### src/rtl/nibble_down_timer.sv
// Programmable interval timer: NSLICE cascaded 4-bit down-counter slices with a nibble borrow chain.
// Optional feature macro: CNT_AUTORELOAD_EN (periodic reload from DONE instead of returning to IDLE).
module nibble_down_timer #(
    parameter  int NSLICE = 2,
    localparam int W      = 4 * NSLICE
) (
    input  logic              clk,
    input  logic              rst_n,
    input  logic              start_i,
    input  logic [W-1:0]      load_val_i,
    input  logic              cnt_en_i,
    input  logic              abort_i,
    output logic              ready_o,
    output logic [W-1:0]      cnt_o,
    output logic [NSLICE-1:0] borrow_o,
    output logic              done_o
);

    typedef enum logic [1:0] {
        S_IDLE,
        S_LOAD,
        S_RUN,
        S_DONE
    } state_t;

    state_t             r_state;
    logic [W-1:0]       r_cnt;
    logic [W-1:0]       r_reload;

    logic [NSLICE-1:0]  w_zero;
    logic [NSLICE-1:0]  w_chain;
    logic [W-1:0]       w_cnt_dec;
    logic               w_cnt_one;

    // w_chain[k]: slices 0..k are all zero, so slice k+1 must borrow.
    always_comb begin
        w_zero    = '0;
        w_chain   = '0;
        w_cnt_dec = r_cnt;
        for (int unsigned k = 0; k < NSLICE; k++) begin
            w_zero[k] = (r_cnt[4*k +: 4] == 4'h0);
            if (k == 0) begin
                w_chain[k]       = w_zero[k];
                w_cnt_dec[3:0]   = r_cnt[3:0] - 4'h1;
            end else begin
                w_chain[k] = w_chain[k-1] & w_zero[k];
                if (w_chain[k-1]) begin
                    w_cnt_dec[4*k +: 4] = r_cnt[4*k +: 4] - 4'h1;
                end
            end
        end
    end

    assign w_cnt_one = (r_cnt == W'(1));

    always_ff @(posedge clk or negedge rst_n) begin
        if (!rst_n) begin
            r_state  <= S_IDLE;
            r_cnt    <= '0;
            r_reload <= '0;
        end else if (abort_i && (r_state != S_IDLE)) begin
            r_state <= S_IDLE;
            r_cnt   <= '0;
        end else begin
            case (r_state)
                S_IDLE: begin
                    if (start_i) begin
                        r_reload <= load_val_i;
                        r_state  <= S_LOAD;
                    end
                end
                S_LOAD: begin
                    r_cnt   <= r_reload;
                    r_state <= (r_reload != '0) ? S_RUN : S_DONE;
                end
                S_RUN: begin
                    if (cnt_en_i) begin
                        r_cnt <= w_cnt_dec;
                        if (w_cnt_one) begin
                            r_state <= S_DONE;
                        end
                    end
                end
                S_DONE: begin
`ifdef CNT_AUTORELOAD_EN
                    r_state <= S_LOAD;
`else
                    r_state <= S_IDLE;
`endif
                end
                default: r_state <= S_IDLE;
            endcase
        end
    end

    assign ready_o  = (r_state == S_IDLE);
    assign done_o   = (r_state == S_DONE);
    assign cnt_o    = r_cnt;
    assign borrow_o = {NSLICE{(r_state == S_RUN) && cnt_en_i}} & w_chain;

endmodule

### config.mk
export PLATFORM = sky130hd
export DESIGN_NAME = nibble_down_timer
export DESIGN_NICKNAME = d
export VERILOG_FILES = /design/src/rtl/nibble_down_timer.sv
export SDC_FILE = /design/constraint.sdc
export NUM_CORES = 1
export LEC_CHECK = 0
export CELL_PAD_IN_SITES_DETAIL_PLACEMENT = 0
export CELL_PAD_IN_SITES_GLOBAL_PLACEMENT = 2
export CORE_UTILIZATION = 29
export CTS_BUF_LIST = sky130_fd_sc_hd__clkbuf_4 sky130_fd_sc_hd__clkbuf_8
export CTS_CLUSTER_DIAMETER = 150
export DETAILED_ROUTE_END_ITERATION = 6
export PLACE_DENSITY = 0.89
export SYNTH_ARGS = -nofsm -noshare
export SYNTH_HDL_FRONTEND = slang
export SYNTH_SLANG_ARGS = --single-unit
### constraint.sdc
create_clock -name clk -period 1.64 [get_ports clk]
set_input_delay 0.328 -clock clk [delete_from_list [all_inputs] [get_ports clk]]
set_output_delay 0.328 -clock clk [all_outputs]
set_load 0.03 [all_outputs]
Figure 1. Routed metal, one colour a layer.
(4 px per micron)
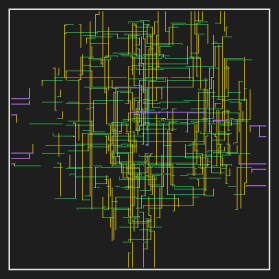
[yellow] M2 | wire length: 1470 microns
[cyan] M4 | wire length: 14.3 microns
[purple] M3 | wire length: 75.0 microns
[green] M1 | wire length: 1230 microns
Total GRT Usage: 0.139
post-detailed-routing wire length: 2.79 mm
via count: 1039
Routed wire per std cell: 12.8 microns

==> flow_metrics.rpt <==
=== SYNTHESIS / PLACE & ROUTE SUMMARY ===
----------------------------------------------------
[Outcome]
  Result of the run ........................ finished, violations left
  Failing checks ........................ setup timing

[STA]
  Worst hold margin ........................ 0.398 ns
  Minimum period implied by the final worst setup slack ........................ 1.81 ns
  Unrepaired setup endpoints after global routing ........................ yes
  Slew at the pin with the worst max-slew slack ........................ 0.305 ns
  Final setup vio count ........................ 3
  Post-Route Setup TNS ........................ -0.317 ns
  Number of hold violations in the final report ........................ 0
  Worst-case headroom to the max-slew limit ........................ 0.797
  Final number of max-transition violations ........................ 0
  Final Worst Setup Slack ........................ -0.172 ns
  Final cycle utilization of the critical path ........................ 1.10
  Max frequency ........................ 0.552 GHz

[Place]
  Buffers added on ports ........................ 24
  Placed insts ........................ 204
  Sum of net half-perimeters after detailed placement ........................ 2.09 mm
  Gp weighted congestion ........................ 0.846
  Placed Instance Area ........................ 0.00166 sq mm
  Pre-CTS setup slack ........................ -0.197 ns

[Worst setup path]
  Worst EP required ........................ 1.31 ns
  Setup slack, reg-to-reg ........................ -0.08 ns
  Crit start category ........................ flop
  End point of the critical path ........................ borrow_o[1]
  Crit path DAT ........................ 1.48 ns
  Largest fanout on the critical path ........................ 3
  Cell with the largest stage delay on the worst path ........................ dfrtp_2
  Series of cell instances along the critical path ........................ inv_2, ha_1, and4bb_2, nand2_4, nor3_4, buf_6
  First element of the critical path ........................ cnt_o[0]
  Worst r2r path cells ........................ 8
  Origin of the critical flop-to-flop path ........................ cnt_o[0]
  Critical path start-end classification ........................ flop to output pin
  Number of cells on the critical path ........................ 6
  Max incr delay on CP ........................ 0.42 ns
  Crit. End Element ........................ output pin
  Top delay family on crit path ........................ simple AND/OR/NAND/NOR gates
  Worst flop-to-flop path endpoint ........................ r_state[0]

[Power]
  P_leak ........................ 0.835 nW
  Total power ........................ 0.00365 W
  Fraction of power consumed by the clock network ........................ 0.102
  Switching power ........................ 0.00152 W
  Internal Power ........................ 0.00213 W
  Share of total power consumed by net switching ........................ 0.417
  Power Dens Cells ........................ 1990 mW/mm^2
  Relative contribution of sequential cells to total power ........................ 0.234
  Sequential cell power ........................ 0.000854 W
  Max power group ........................ combinational cells
  Power dissipated in the clock network ........................ 0.000373 W
  Worst supply voltage drop on vdd ........................ 0.526 mV
  Logic gate share of total power ........................ 0.664
  Combinational logic power ........................ 0.00242 W

[Route]
  Number of design-rule violations left by the first detailed-router iteration ........................ 20
  M1 wire length ........................ 1.23 mm
  Post-route ant nets ........................ 0
  Wire length on met3 ........................ 74 microns
  Drt drc ........................ 0
  Length of the first detailed-routing pass in iterations ........................ 4
  Uppermost routed layer ........................ met4
  Met2 WL ........................ 1.47 mm
  Vias per std cell ........................ 4.77

[Synthesis]
  Area figure in the yosys stat output ........................ 0.00114 sq mm
  Netlist cell types ........................ 36
  Synthesized area ........................ 0.00114 sq mm
  Most frequently used cell type in the post-synthesis netlist ........................ dfrtp_1
  Register bit count reported by yosys ........................ 18
  Dominant non-sequential cell family after synthesis ........................ simple AND/OR/NAND/NOR gates
  Dominant Register Cell ........................ dfrtp_1
  Post-synthesis mux area share ........................ 0.110
  Post-synth tally of flip-flops with integrated enable ........................ 0
  Library cell occupying the most area in the post-synthesis netlist ........................ dfrtp_1
  Commonest cells in the synthesized netlist ........................ dfrtp_1 (18), inv_1 (12), ha_1 (9)
  Simple-gate share of the synthesized area ........................ 0.181
  Mapped Cells ........................ 110
  Mean area per synthesized cell ........................ 10.4 sq um
  Post-Synth AOI/OAI Area ........................ 0.159
  Fraction of synthesis flops using an asynchronous set or reset pin ........................ 1.00
  Synthesized-area fraction occupied by xor and xnor cells ........................ 0.00769
  Adder-Cell Fraction of Synth Area ........................ 0.0989
  Nets in the synthesized netlist ........................ 132
  Yosys cell count ........................ 110
  Fraction of synthesized cell area taken by the top area cell type ........................ 0.396
  Main area contributors after synthesis ........................ dfrtp_1 (40%), ha_1 (9.9%), mux2_2 (7.9%)
  Portion of the post-synthesis area used by sequential elements ........................ 0.396

[CTS]
  Post-CTS repair timing setup buffer count ........................ 5
  Clk latency late pin ........................ 0.26 ns
  Hold Buf Count CTS ........................ 0
  Clock transition at path regs ........................ 0.07 ns
  Cell resize tally after clock tree synthesis ........................ 14
  CTS tree ........................ done
  Maximum number of buffers from clock root to sink ........................ 2
  CTS H-tree depth ........................ 1
  Number of sinks handled by clock tree synthesis ........................ 18
  Clk Tree Root Cell ........................ clkbuf_8

[Layout]
  Final antenna diode count ........................ 0
  Final instance area ........................ 0.00184 sq mm
  Logic gate fraction of the total cell area ........................ 0.389
  Layout overhead on the synthesized area ........................ 61.3%
  Final non-clock buffer share ........................ 0.275
  Layout cells sized above 1 ........................ 0.441
  Fraction of the core area covered by cells at the end of the flow ........................ 0.494
  Leading cell kind ........................ logic gates
  Total Nets Final ........................ 193
  Combinational cell area excluding buffers and inverters ........................ 714 sq um
  Number of signal-net inverters in the final layout ........................ 12
  Clock tree cell share of total cell area ........................ 0.0300
  Register area ........................ 457 sq um
  Number of multi-input combinational cells ........................ 78
  Sequential fraction of total cell area ........................ 0.249
  Final Non-Filler Cells ........................ 218
  Fill cells ........................ 349

[Global routing]
  Pin count of the biggest net entering global routing ........................ 19
  Met1 track demand over resource ........................ 0.171
  Antenna violations before repair ........................ 0
  Number of global-route vias before repair ........................ 1020
  Congestion Overflow GR ........................ 0
  Global-route wire length before repair ........................ 4.57 mm
  Global Route met3 Usage ........................ 0.0211

[Floorplan]
  I/O pin count ........................ 25
  Floorplan Utilization ........................ 0.306
  Die area ........................ 0.00418 sq mm
  Die Span X ........................ 64.7 microns
  Tap cell instance count ........................ 48
  Overall die height ........................ 64.7 microns
  Std-Cell Rows ........................ 22
  Core area ........................ 0.00372 sq mm

[Min path]
  Path category of the worst min-delay check ........................ input port to asynchronous set/reset pin

[Flow run]
  Number of max-cap violations ........................ 0
  Tool Warnings ........................ 35

----------------------------------------------------
Figure 2. The clock network.
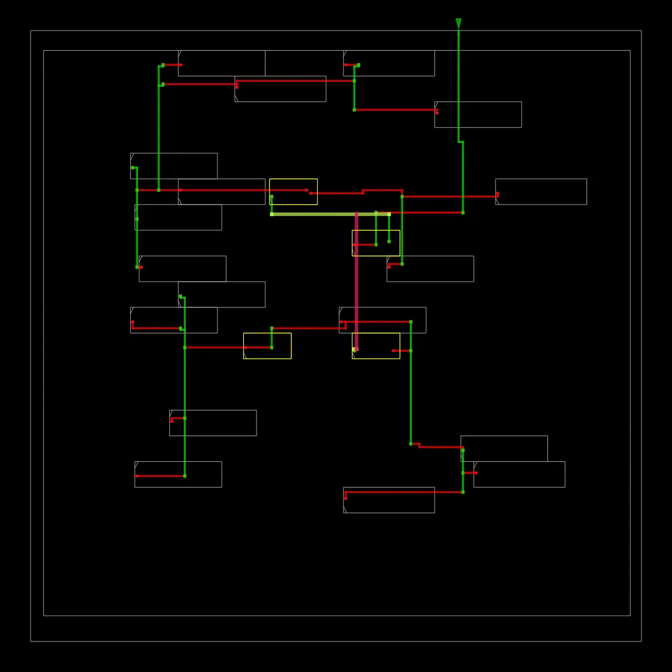
final sequential cell count: 18
cts bufs inserted: 3
maximum clock skew at final layout: 0.00120 ns

==> placed cells by master (no fill, tap or decap), types with 2 or more instances in the layout <==
| cell | count |
|---|---|
| a32o_1 | 2 |
| nand2_1 | 6 |
| buf_4 | 32 |
| o22ai_1 | 2 |
| a22o_1 | 2 |
| nand4b_1 | 4 |
| o21ai_0 | 4 |
| clkdlybuf4s50_1 | 11 |
| inv_2 | 4 |
| dfrtp_1 | 13 |
| mux2_2 | 8 |
| buf_6 | 5 |
| a21oi_1 | 5 |
| mux2i_1 | 2 |
| dlygate4sd2_1 | 9 |
| nand2b_2 | 2 |
| ha_1 | 6 |
| nor2_1 | 3 |
| clkbuf_8 | 4 |
| dfrtp_2 | 5 |
| nand2b_1 | 2 |
| nor4_1 | 2 |
| o211ai_1 | 2 |
| ha_4 | 3 |
| inv_1 | 8 |
Power and IR drop assume default switching activity.
